## src/rtl/acc_pkg.sv

```systemverilog
// acc_pkg: shared types and constants for the signed accumulator and later ALU blocks.
//   WIDTH   : default operand/accumulator width.
//   state_t : accumulator FSM encoding.
//   SAT_MAX : most positive WIDTH-bit two's-complement value.
//   SAT_MIN : most negative WIDTH-bit two's-complement value.
package acc_pkg;

    localparam int WIDTH = 4;

    typedef enum logic [1:0] {
        IDLE  = 2'd0,
        ACCUM = 2'd1,
        DONE  = 2'd2
    } state_t;

    localparam logic [WIDTH-1:0] SAT_MAX = {1'b0, {(WIDTH-1){1'b1}}};
    localparam logic [WIDTH-1:0] SAT_MIN = {1'b1, {(WIDTH-1){1'b0}}};

endpackage

```

## src/rtl/bits4_accumulator_if.sv

```systemverilog
// bits4_accumulator_if: control, operand stream and result stream of the accumulator.
//   start/len           : batch request, len sampled with start.
//   in_valid/in_data    : operand stream towards the accumulator; in_ready back.
//   out_valid/out_data  : batch total from the accumulator, with sticky out_ovf.
//   out_ready           : downstream acceptance of the result.
//   busy                : accumulator is not idle.
//   master drives requests/operands, slave is the accumulator.
interface bits4_accumulator_if
    import acc_pkg::*;
#(
    parameter int WIDTH = acc_pkg::WIDTH,
    parameter int LEN_W = 4
);

    logic             start;
    logic [LEN_W-1:0] len;
    logic             in_valid;
    logic [WIDTH-1:0] in_data;
    logic             in_ready;
    logic             out_valid;
    logic [WIDTH-1:0] out_data;
    logic             out_ovf;
    logic             out_ready;
    logic             busy;

    modport master (
        output start, len, in_valid, in_data, out_ready,
        input  in_ready, out_valid, out_data, out_ovf, busy
    );

    modport slave (
        input  start, len, in_valid, in_data, out_ready,
        output in_ready, out_valid, out_data, out_ovf, busy
    );

endinterface

```

## src/rtl/bits4_accumulator_signed_add4.sv

```systemverilog
// signed_add4: combinational two's-complement ripple adder with signed overflow flag.
//   a, b : signed operands (WIDTH bits).
//   cin  : carry in.
//   sum  : a + b + cin truncated to WIDTH bits.
//   ovf  : signed overflow of the addition.
//   full_adder is the one-bit cell the ripple chain is built from.
module full_adder (
    input  logic a,
    input  logic b,
    input  logic cin,
    output logic s,
    output logic cout
);

    assign s    = a ^ b ^ cin;
    assign cout = (a & b) | (cin & (a ^ b));

endmodule

module signed_add4 #(
    parameter int WIDTH = acc_pkg::WIDTH
) (
    input  logic [WIDTH-1:0] a,
    input  logic [WIDTH-1:0] b,
    input  logic             cin,
    output logic [WIDTH-1:0] sum,
    output logic             ovf
);

    logic [WIDTH:0] c;

    assign c[0] = cin;

    for (genvar i = 0; i < WIDTH; i++) begin : g_bit
        full_adder u_fa (
            .a   (a[i]),
            .b   (b[i]),
            .cin (c[i]),
            .s   (sum[i]),
            .cout(c[i+1])
        );
    end

    // Carry into the sign bit differing from carry out of it is exactly
    // "same-sign operands produced an opposite-sign result".
    assign ovf = c[WIDTH] ^ c[WIDTH-1];

endmodule

```

## src/rtl/bits4_accumulator.sv

```systemverilog
// bits4_accumulator: sums a batch of len signed operands with saturate-or-wrap overflow handling.
//   clk   : rising-edge clock.
//   rst_n : synchronous active-low reset.
//   bus   : slave side of bits4_accumulator_if (start/len, operand stream,
//           result stream with sticky overflow, busy).
//   SATURATE=1 clamps to the signed limits on overflow, 0 keeps the wrapped sum.
module bits4_accumulator
    import acc_pkg::*;
#(
    parameter int WIDTH    = acc_pkg::WIDTH,
    parameter int MAX_LEN  = 8,
    parameter int SATURATE = 1,
    localparam int LEN_W   = $clog2(MAX_LEN + 1)
) (
    input  logic                 clk,
    input  logic                 rst_n,
    bits4_accumulator_if.slave   bus
);

    localparam logic [WIDTH-1:0] S_MAX = {1'b0, {(WIDTH-1){1'b1}}};
    localparam logic [WIDTH-1:0] S_MIN = {1'b1, {(WIDTH-1){1'b0}}};

    state_t           state, state_d;
    logic [WIDTH-1:0] acc, acc_d;
    logic [LEN_W-1:0] cnt, cnt_d;
    logic             ovf_sticky, ovf_sticky_d;
    logic [WIDTH-1:0] out_data_q, out_data_d;
    logic             out_ovf_q, out_ovf_d;
    logic [WIDTH-1:0] sum;
    logic             add_ovf;
    logic [LEN_W-1:0] len_eff;
    logic             xfer;

    signed_add4 #(.WIDTH(WIDTH)) u_add (
        .a  (acc),
        .b  (bus.in_data),
        .cin(1'b0),
        .sum(sum),
        .ovf(add_ovf)
    );

    // A zero-length request still consumes one operand; oversize requests are clamped.
    assign len_eff = (bus.len == '0)                  ? LEN_W'(1)       :
                     (bus.len > LEN_W'(MAX_LEN))      ? LEN_W'(MAX_LEN) : bus.len;

    assign xfer = (state == ACCUM) && bus.in_valid;

    always_comb begin
        state_d      = state;
        acc_d        = acc;
        cnt_d        = cnt;
        ovf_sticky_d = ovf_sticky;
        out_data_d   = out_data_q;
        out_ovf_d    = out_ovf_q;
        case (state)
            IDLE: begin
                if (bus.start) begin
                    state_d      = ACCUM;
                    acc_d        = '0;
                    cnt_d        = len_eff;
                    ovf_sticky_d = 1'b0;
                end
            end
            ACCUM: begin
                if (xfer) begin
                    // Saturation direction follows the old accumulator sign: an
                    // overflow needs both operands of the same sign.
                    acc_d        = (add_ovf && SATURATE != 0) ? (acc[WIDTH-1] ? S_MIN : S_MAX) : sum;
                    ovf_sticky_d = ovf_sticky | add_ovf;
                    cnt_d        = cnt - LEN_W'(1);
                    if (cnt == LEN_W'(1)) begin
                        state_d    = DONE;
                        out_data_d = acc_d;
                        out_ovf_d  = ovf_sticky_d;
                    end
                end
            end
            DONE: begin
                if (bus.out_ready) state_d = IDLE;
            end
            default: state_d = IDLE;
        endcase
    end

    always_ff @(posedge clk) begin
        if (!rst_n) begin
            state      <= IDLE;
            acc        <= '0;
            cnt        <= '0;
            ovf_sticky <= 1'b0;
            out_data_q <= '0;
            out_ovf_q  <= 1'b0;
        end else begin
            state      <= state_d;
            acc        <= acc_d;
            cnt        <= cnt_d;
            ovf_sticky <= ovf_sticky_d;
            out_data_q <= out_data_d;
            out_ovf_q  <= out_ovf_d;
        end
    end

    // Result registers are loaded on entry to DONE and left untouched in IDLE,
    // so the last total stays visible after the handshake.
    assign bus.in_ready  = (state == ACCUM);
    assign bus.out_valid = (state == DONE);
    assign bus.out_data  = out_data_q;
    assign bus.out_ovf   = out_ovf_q;
    assign bus.busy      = (state != IDLE);

endmodule

```

## src/flat_wrapper.sv

```systemverilog
// flat-port wrapper written by rule: the top's interface ports become plain ports
module bits4_accumulator_flat import acc_pkg::*;
#(
    parameter int WIDTH    = acc_pkg::WIDTH,
    parameter int MAX_LEN  = 8,
    parameter int SATURATE = 1,
    localparam int LEN_W   = $clog2(MAX_LEN + 1)
)
  (clk, rst_n, bus_start, bus_len, bus_in_valid, bus_in_data, bus_out_ready, bus_in_ready, bus_out_valid, bus_out_data, bus_out_ovf, bus_busy);
  bits4_accumulator_if #(.WIDTH(WIDTH), .LEN_W((4))) bus_i ();
  input  logic clk;
  input  logic rst_n;
  input wire logic [$bits(bus_i.start)-1:0] bus_start;
  input wire logic [$bits(bus_i.len)-1:0] bus_len;
  input wire logic [$bits(bus_i.in_valid)-1:0] bus_in_valid;
  input wire logic [$bits(bus_i.in_data)-1:0] bus_in_data;
  input wire logic [$bits(bus_i.out_ready)-1:0] bus_out_ready;
  output wire logic [$bits(bus_i.in_ready)-1:0] bus_in_ready;
  output wire logic [$bits(bus_i.out_valid)-1:0] bus_out_valid;
  output wire logic [$bits(bus_i.out_data)-1:0] bus_out_data;
  output wire logic [$bits(bus_i.out_ovf)-1:0] bus_out_ovf;
  output wire logic [$bits(bus_i.busy)-1:0] bus_busy;
  assign bus_i.start = bus_start;
  assign bus_i.len = bus_len;
  assign bus_i.in_valid = bus_in_valid;
  assign bus_i.in_data = bus_in_data;
  assign bus_i.out_ready = bus_out_ready;
  assign bus_in_ready = bus_i.in_ready;
  assign bus_out_valid = bus_i.out_valid;
  assign bus_out_data = bus_i.out_data;
  assign bus_out_ovf = bus_i.out_ovf;
  assign bus_busy = bus_i.busy;
  bits4_accumulator #(.WIDTH(WIDTH), .MAX_LEN(MAX_LEN), .SATURATE(SATURATE)) u_core (.clk(clk), .rst_n(rst_n), .bus(bus_i));
endmodule
```

## config.mk

```make
export PLATFORM = sky130hd
export DESIGN_NAME = bits4_accumulator_flat
export DESIGN_NICKNAME = d
export VERILOG_FILES = /design/src/rtl/acc_pkg.sv /design/src/rtl/bits4_accumulator_if.sv /design/src/rtl/bits4_accumulator_signed_add4.sv /design/src/rtl/bits4_accumulator.sv /design/src/flat_wrapper.sv
export SDC_FILE = /design/constraint.sdc
export NUM_CORES = 1
export LEC_CHECK = 0
export CAP_MARGIN = 20
export CORE_MARGIN = 3
export CORE_UTILIZATION = 35
export CTS_CLUSTER_DIAMETER = 150
export DETAILED_ROUTE_END_ITERATION = 8
export DONT_BUFFER_PORTS = 1
export PLACE_DENSITY = 0.59
export SLEW_MARGIN = 20
export SYNTH_ARGS = -nofsm -noshare
export SYNTH_HDL_FRONTEND = slang
export SYNTH_SLANG_ARGS = --single-unit
```

## constraint.sdc

```tcl
create_clock -name clk -period 2.8 [get_ports clk]
set_input_delay 0.28 -clock clk [delete_from_list [all_inputs] [get_ports clk]]
set_output_delay 0.28 -clock clk [all_outputs]
set_load 0.02 [all_outputs]
```

Figure 1. Track usage over the die.
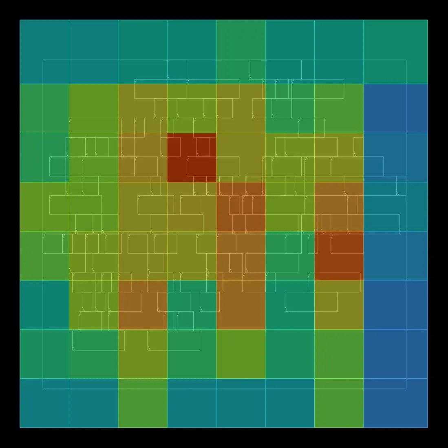
drt wl/cell: 14.7 um
met2 GRT Util: 19.6%

Figure 2. Met2 routing.
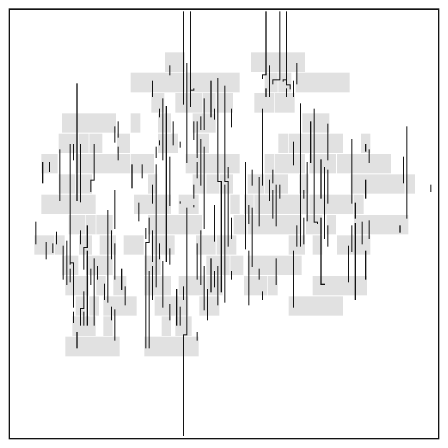
- longest straight run: 20.7 um
- nets with wire on the layer: 102
- share of all routed wire: 42%
- main direction: vertical
- wire length on this layer: 796 um

Figure 3. Selected gate families.
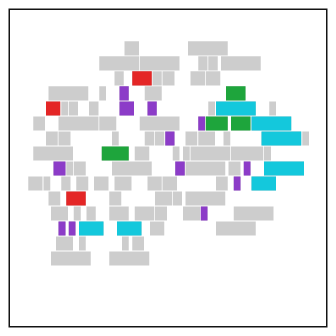
- red: AND-OR and OR-AND gates (cells 3)
- green: multiplexers (cells 4)
- cyan: adder and majority cells (cells 7)
- purple: NAND gates (cells 12)

Figure 4. Sequential cells grouped by signal name.
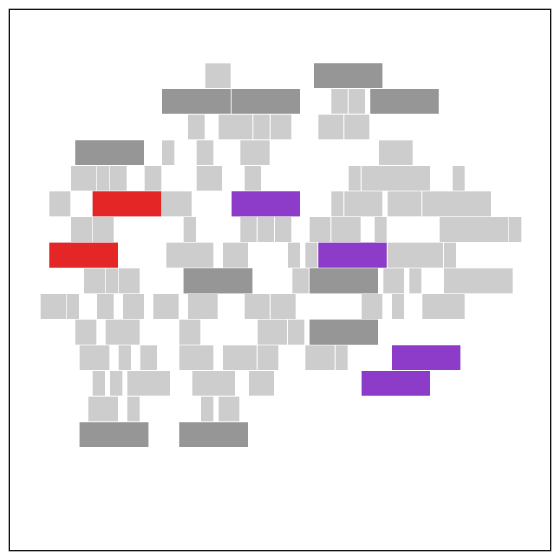
- purple: u_core.acc (flops 4)
- red: u_core.state (flops 2)
- not colored: 10

==> impl_metrics.yaml <==
# physical design summary
final_layout:
  fin_nets: 123
  finish.instance_area_um2: 968
  final_util_pct: 41.0
  drive_gt1_share_pct: 9.90
worst_setup_path:
  cpLargestDelayFamily: "adder cells"
  startpoint_type: "flip-flop"
  worst-path-max-fanout: 5
  crit_type: "flip-flop to flip-flop"
  crit_top_cell: "fa_1"
  crit_path_top_delay_cell: "fa_1"
  critPathBufInv: 1
die:
  die_area_mm2: 0.00328
  rows: 17
  coreArea_mm2: 0.00236
  fp.dieW_um: 57.3
  fp_util_pct: 39.0
cts:
  clock_sinks: 16
  insertion_delay_ps: 280
  hold_buffers: 0
global_routing:
  grt_usage_pct: 12.9
final_timing:
  hold_violations: 0
  period_used_pct: 89.6
  rsz0062_at_grt: "false"
  fin_skew_ps: 3.78
  holdWs_ps: 121
  min_period_ps: 2510
  slew_headroom_pct: 65.5
  fin_tns_setup_ps: 0
hold_path:
  hp-class: "input pin to flip-flop"
place:
  postPlaceCellArea_um2: 938
  port_buffers: 0
  hpwlAfterDp_mm: 1.46
drt:
  vias: 724
  route.final.wire_length_mm: 1.89
synth:
  yosysSeqAreaShare_pct: 34.8
  fp_nets: 122
  netlist_instances: 102
  postSynthAreaPerCell_um2: 9.03
  ff_type: "dfxtp_1"
  netlist_area_um2: 921
pwr:
  vdd_drop_max_uv: 237
outcome:
  outcome: "finished, final reports clean"
run:
  warnings: 29
-- final timing paths --
check                           cells past startpoint  slack, ps         startpoint            endpoint
worst max-delay path                                8        290      u_core.acc[0]       u_core.acc[2]
worst min-delay path                                1        120              rst_n     u_core.state[1]
worst max register to register                      8        290      u_core.acc[0]       u_core.acc[2]
worst min register to register                      2        480  u_core.ovf_sticky  u_core.bus.out_ovf
-- timing repair --
| action | 4_1_cts | 5_1_grt |
|---|---|---|
| endpoints found under the setup margin | 0 | 3 |
| resized | 0 | 1 |
| buffers inserted | 0 | 0 |
-- per-layer routing --
metal	vias to the layer above	part of all wire, %
met3	4	6.8
met5	-	0
met2	19	42
met1	340	49
met4	0	1.7
li1	361	-
-- registers in the layout (all words and copies together) (netlist names) --
name,count
u_core.acc,4
u_core.bus.out_data,4
u_core.cnt,4
u_core.state,2
u_core.bus.out_ovf,1
u_core.ovf_sticky,1
-- final cells by class --
type	count	area share, %
multi-input cells	69	55.6
flip-flops and latches	16	33.1
inverters	12	4.65
well taps	28	3.62
clock buffers	3	2.33
repair buffers	1	0.775
-- per-stage QoR --
step                power (uW)  setup WS, ps  std cells
floorplan                  332           398        102
global placement           346           318        126
detailed placement         347           200        126
CTS                        468           190        129
global route               492          71.4        129
finish                     461           290        129
-- synth_stat cells, types with 2 or more instances --
library cell	instances
o21ai_0	3
o32ai_1	2
buf_2	2
nor2_1	3
a311oi_1	2
inv_1	11
a21oi_1	7
a211oi_1	3
o22ai_1	4
dfxtp_1	16
nand2_1	6
nor4bb_1	2
nand3_1	4
ha_1	3
nor2b_1	3
fa_1	4
mux2i_1	2
clkbuf_1	2
-- layout by cell type (no fill, tap or decap), drive strengths merged, types with 3 or more instances in the layout --
| cell | count |
|---|---|
| a211oi | 3 |
| a21oi | 7 |
| o21ai | 3 |
| nand3 | 4 |
| ha | 3 |
| o22ai | 4 |
| fa | 4 |
| clkbuf | 3 |
| nand2 | 6 |
| dfxtp | 16 |
| mux2i | 3 |
| nor2b | 3 |
| inv | 11 |
| nor2 | 3 |
-- power by group through the flow --
stage	Sequential (uW)	Combinational (uW)	Clock, uW
2_1_floorplan	252	80.0	0
3_3_place_gp	257	88.8	0
3_5_place_dp	258	89.7	0
4_1_cts	252	90.4	125
5_1_grt	254	104	134
6_report	252	90.8	118
-- kinds of logic after synthesis --
logic type | count (synthesis) | synth area share [%]
compound gates | 30 | 22.6
xor+xnor | 1 | 0.951
fa+ha+maj | 7 | 12.8
buf+inv | 17 | 7.61
flops | 16 | 34.8
mux | 4 | 4.89
simple gates | 27 | 16.4
Power and IR drop assume default switching activity.
